## config.mk

```make
export PLATFORM = sky130hd
export DESIGN_NAME = crypto_job_scheduler
export DESIGN_NICKNAME = d
export VERILOG_FILES = /design/src/rtl/crypto_sched_pkg.sv /design/src/rtl/crypto_rr_arbiter.sv /design/src/rtl/crypto_job_scheduler.sv
export SDC_FILE = /design/constraint.sdc
export NUM_CORES = 1
export LEC_CHECK = 0
export CAP_MARGIN = 20
export CORE_AREA = 2 2 254 256
export DETAILED_ROUTE_END_ITERATION = 16
export DIE_AREA = 0 0 256 258
export PLACE_DENSITY_LB_ADDON = 0.08
export SYNTH_ARGS = -nofsm -noshare
export SYNTH_HDL_FRONTEND = slang
export SYNTH_SLANG_ARGS = --single-unit
```

## constraint.sdc

```tcl
create_clock -name Master_clk -period 2 [get_ports Master_clk]
set_input_delay 0.6 -clock Master_clk [delete_from_list [all_inputs] [get_ports Master_clk]]
set_output_delay 0.6 -clock Master_clk [all_outputs]
set_load 0.05 [all_outputs]
```

## src/rtl/crypto_sched_pkg.sv

```systemverilog
// Shared definitions for the crypto job scheduler: op codes, FSM state
// encoding and default widths. The watchdog option is CRYPTO_SCHED_WDOG_EN.
package crypto_sched_pkg;

  localparam int DEFAULT_DATA_W      = 128;
  localparam int DEFAULT_TIMEOUT_CYC = 4096;

  localparam logic [1:0] OP_AES_ENC = 2'b00;
  localparam logic [1:0] OP_AES_DEC = 2'b01;
  localparam logic [1:0] OP_RSA_ENC = 2'b10;
  localparam logic [1:0] OP_RSA_DEC = 2'b11;

  typedef enum logic [1:0] {
    ST_IDLE  = 2'd0,
    ST_START = 2'd1,
    ST_RUN   = 2'd2,
    ST_RESP  = 2'd3
  } state_t;

endpackage

```

## src/rtl/crypto_rr_arbiter.sv

```systemverilog
// Two-way round-robin arbiter. ptr names the requester preferred when both
// request; a lone requester always wins. Output is one-hot or zero.
module crypto_rr_arbiter (
  input  logic [1:0] req,
  input  logic       ptr,
  output logic [1:0] grant
);

  // Tie broken by ptr; otherwise the request vector is already one-hot or zero.
  always_comb begin
    grant = req;
    if (req == 2'b11) begin
      grant = ptr ? 2'b10 : 2'b01;
    end
  end

endmodule

```

## src/rtl/crypto_job_scheduler.sv

```systemverilog
// Two-requester job scheduler for the shared crypto engine bank.
// Arbitrates jobs, sequences the engine hold/run protocol and returns the
// result on a valid/ready response port.
// Optional watchdog: define CRYPTO_SCHED_WDOG_EN to enable the RUN timeout.
//
// Handshakes: a transfer happens on a rising clock edge where valid and
// ready are both 1. req_valid[i] is held by the source until it sees
// req_ready[i]; rsp_valid stays high with stable rsp_* fields until rsp_ready.
module crypto_job_scheduler
  import crypto_sched_pkg::*;
#(
  parameter int DATA_W      = DEFAULT_DATA_W,
  parameter int TIMEOUT_CYC = DEFAULT_TIMEOUT_CYC
) (
  input  logic                Master_clk,
  input  logic                Master_reset,
  input  logic [1:0]          req_valid,
  output logic [1:0]          req_ready,
  input  logic [3:0]          req_op,
  input  logic [2*DATA_W-1:0] req_data,
  output logic [1:0]          eng_sel,
  output logic                eng_reset,
  output logic [DATA_W-1:0]   eng_operand,
  input  logic                eng_done,
  input  logic [DATA_W-1:0]   eng_result,
  output logic                rsp_valid,
  input  logic                rsp_ready,
  output logic [DATA_W-1:0]   rsp_data,
  output logic                rsp_id,
  output logic [1:0]          rsp_op,
  output logic                rsp_err,
  output logic                busy,
  output logic [1:0]          dbg_state
);

  state_t     state;
  logic       rr_ptr;
  logic       job_id;
  logic [1:0] grant;
  logic       accept;
  logic       gidx;

  crypto_rr_arbiter u_arb (
    .req   (req_valid),
    .ptr   (rr_ptr),
    .grant (grant)
  );

  // Grants are only offered while idle so at most one job is ever in flight.
  assign req_ready = (state == ST_IDLE) ? grant : 2'b00;
  assign accept    = |(req_valid & req_ready);
  assign gidx      = grant[1];
  assign busy      = (state != ST_IDLE);
  assign dbg_state = state;

`ifdef CRYPTO_SCHED_WDOG_EN
  logic [31:0] wdog_cnt;
  logic        rsp_err_q;
  assign rsp_err = rsp_err_q;
`else
  logic [31:0] unused_timeout;
  assign unused_timeout = 32'(TIMEOUT_CYC);
  assign rsp_err        = 1'b0;
`endif

  // Job FSM: latch job, hold engine one cycle, run until done, present response.
  always_ff @(posedge Master_clk or negedge Master_reset) begin
    if (!Master_reset) begin
      state       <= ST_IDLE;
      rr_ptr      <= 1'b0;
      job_id      <= 1'b0;
      eng_sel     <= 2'b00;
      eng_reset   <= 1'b1;
      eng_operand <= '0;
      rsp_valid   <= 1'b0;
      rsp_data    <= '0;
      rsp_id      <= 1'b0;
      rsp_op      <= 2'b00;
`ifdef CRYPTO_SCHED_WDOG_EN
      wdog_cnt    <= '0;
      rsp_err_q   <= 1'b0;
`endif
    end else begin
      case (state)
        ST_IDLE: begin
          if (accept) begin
            job_id      <= gidx;
            eng_sel     <= gidx ? req_op[3:2] : req_op[1:0];
            eng_operand <= gidx ? req_data[2*DATA_W-1:DATA_W] : req_data[DATA_W-1:0];
            rr_ptr      <= ~gidx;
            state       <= ST_START;
          end
        end
        // One cycle with the engine held clears any stale done flag.
        ST_START: begin
          eng_reset <= 1'b0;
          state     <= ST_RUN;
`ifdef CRYPTO_SCHED_WDOG_EN
          wdog_cnt  <= '0;
`endif
        end
        ST_RUN: begin
          if (eng_done) begin
            rsp_data  <= eng_result;
            rsp_id    <= job_id;
            rsp_op    <= eng_sel;
            rsp_valid <= 1'b1;
            eng_reset <= 1'b1;
            state     <= ST_RESP;
`ifdef CRYPTO_SCHED_WDOG_EN
            rsp_err_q <= 1'b0;
          end else if (wdog_cnt == 32'(TIMEOUT_CYC - 1)) begin
            rsp_data  <= '0;
            rsp_id    <= job_id;
            rsp_op    <= eng_sel;
            rsp_err_q <= 1'b1;
            rsp_valid <= 1'b1;
            eng_reset <= 1'b1;
            state     <= ST_RESP;
          end else begin
            wdog_cnt  <= wdog_cnt + 32'd1;
`endif
          end
        end
        ST_RESP: begin
          if (rsp_ready) begin
            rsp_valid <= 1'b0;
            state     <= ST_IDLE;
          end
        end
        default: state <= ST_IDLE;
      endcase
    end
  end

endmodule
```

==> images/placement.png <==
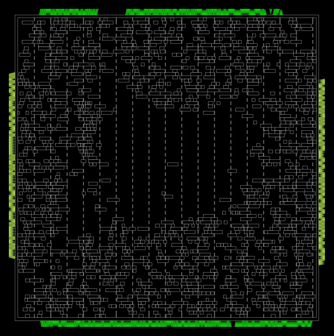
sequential cell area share: 33.61%
row count: 93
Layout Utilization: 31.25%
TAP cells: 855
Fillers: 6547

==> images/layer_met2.png <==
Cells faint in the background.
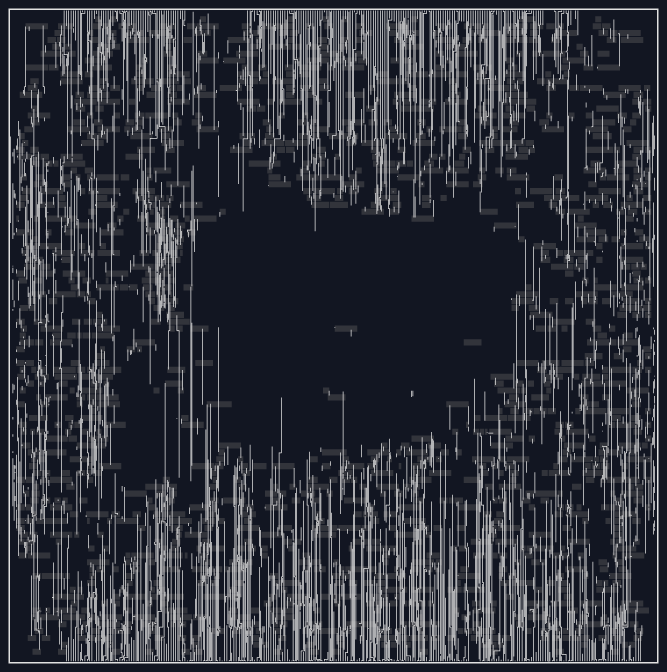
wire length on this layer	28.5 mm
longest straight run	79.9 um
share of all routed wire	54%

==> images/clk_routes.png <==
Scale bar: 100 um.
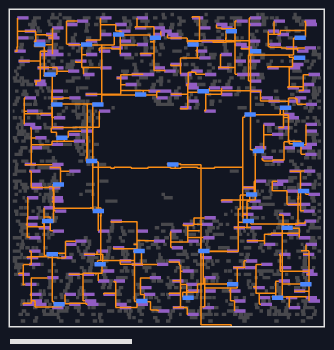
[orange] clock wires | length: 5110 um
[purple] flip-flops | count: 267
[blue] clock drivers | count: 38
flops lie	widely spread
routed clock nets	39

==> flow_summary.json <==
{
  "finalInstanceArea_mm2": 0.01989,
  "worst-endpoint-arrival_ns": 1.71,
  "fin_worst_skew_ns": 0.01039,
  "boundaryPins": 663,
  "final_common_cell": "clkdlybuf4s50_1",
  "clockPowerShare_pct": 17.8,
  "bufAreaShareNonClock_pct": 34.78,
  "maxCapViolCount": 0,
  "setup_violations": 113,
  "yosysSeqAreaShare_pct": 61.97,
  "antenna_violating_nets_post_route": 0,
  "tns_ns": -8.471,
  "place_ws_ns": -0.3852,
  "switchingPower_mw": 18.41,
  "comb_power_share_pct": 57.7,
  "violations": "setup timing",
  "required_ns": 1.40,
  "logic_gate_count": 418,
  "drt-vias-per-instance": 3.922,
  "antenna_cells": 10,
  "fin_crit_sh_pct": 115.6,
  "dpl_cell_area_mm2": 0.01820,
  "syn_inst": 750,
  "path_max_fanout": 3,
  "ys_sh_adder_pct": 0.5801,
  "seq_power_mw": 9.59,
  "post-synth-top-area-cell": "dfrtp_1",
  "cts_buffers": 38,
  "worst_setup_path_end_kind": "output pin",
  "most_common_cell": "dfrtp_1",
  "cts.sinks": 267,
  "cts_hold_buf": 1,
  "comb_area_mm2": 0.003865,
  "top_power_group": "combinational cells",
  "cp-start-kind": "flop",
  "first_global_vias": 10080,
  "die_x_um": 256,
  "cts_htree_levels": 2,
  "area_share_clock_buf_inv_pct": 6.498,
  "hold_ws_ns": 0.4946,
  "outcome": "finished with violations",
  "lay_top_cells": "clkdlybuf4s50_1 (392), buf_4 (301), dfrtp_1 (264), a221o_1 (130), mux2_2 (130)",
  "finalMaxSlewViolations": 0,
  "ys_sh_xor_pct": 0,
  "chipArea_mm2": 0.06605,
  "seqPwrFrac_pct": 24.5,
  "startpoint": "dbg_state[1]",
  "reg_top3": "eng_operand (128), rsp_data (128)",
  "finalNonFillerCells": 2358,
  "fin_total_pwr_mw": 39.22,
  "worst_slack_ns": -0.3121,
  "dominant_cells": "buffers",
  "crit_buf_inv": 3,
  "hold_violations": 0,
  "dp_hpwl_um": 39130,
  "rsz0062_at_grt": "true",
  "edf_count": 0,
  "synthTopCellsByArea": "dfrtp_1 (62%), mux2_2 (14%), a221o_1 (12%)",
  "async_flop_share_pct": 100.0
}
==> final timing paths <==
| kind | end | slack [ns] | depth (start not counted) |
|---|---|---|---|
| min in group asynchronous | eng_operand[57] | 0.55 | 2 |
| setup reg to reg | eng_operand[31] | -0.10 | 11 |
| max in group asynchronous | rsp_data[124] | 0.73 | 3 |
| hold reg to reg | rsp_id | 0.49 | 2 |
| hold / removal | rsp_id | 0.49 | 2 |
| setup / recovery | req_ready[0] | -0.31 | 6 |
==> layer usage <==
layer	GRT usage, %	routed length (um)	vias up
li1	-	-	4239
met5	0	25	-
met4	5.783	1348	4
met2	27.97	28460	335
met3	3.985	3097	72
met1	16.10	19380	4599
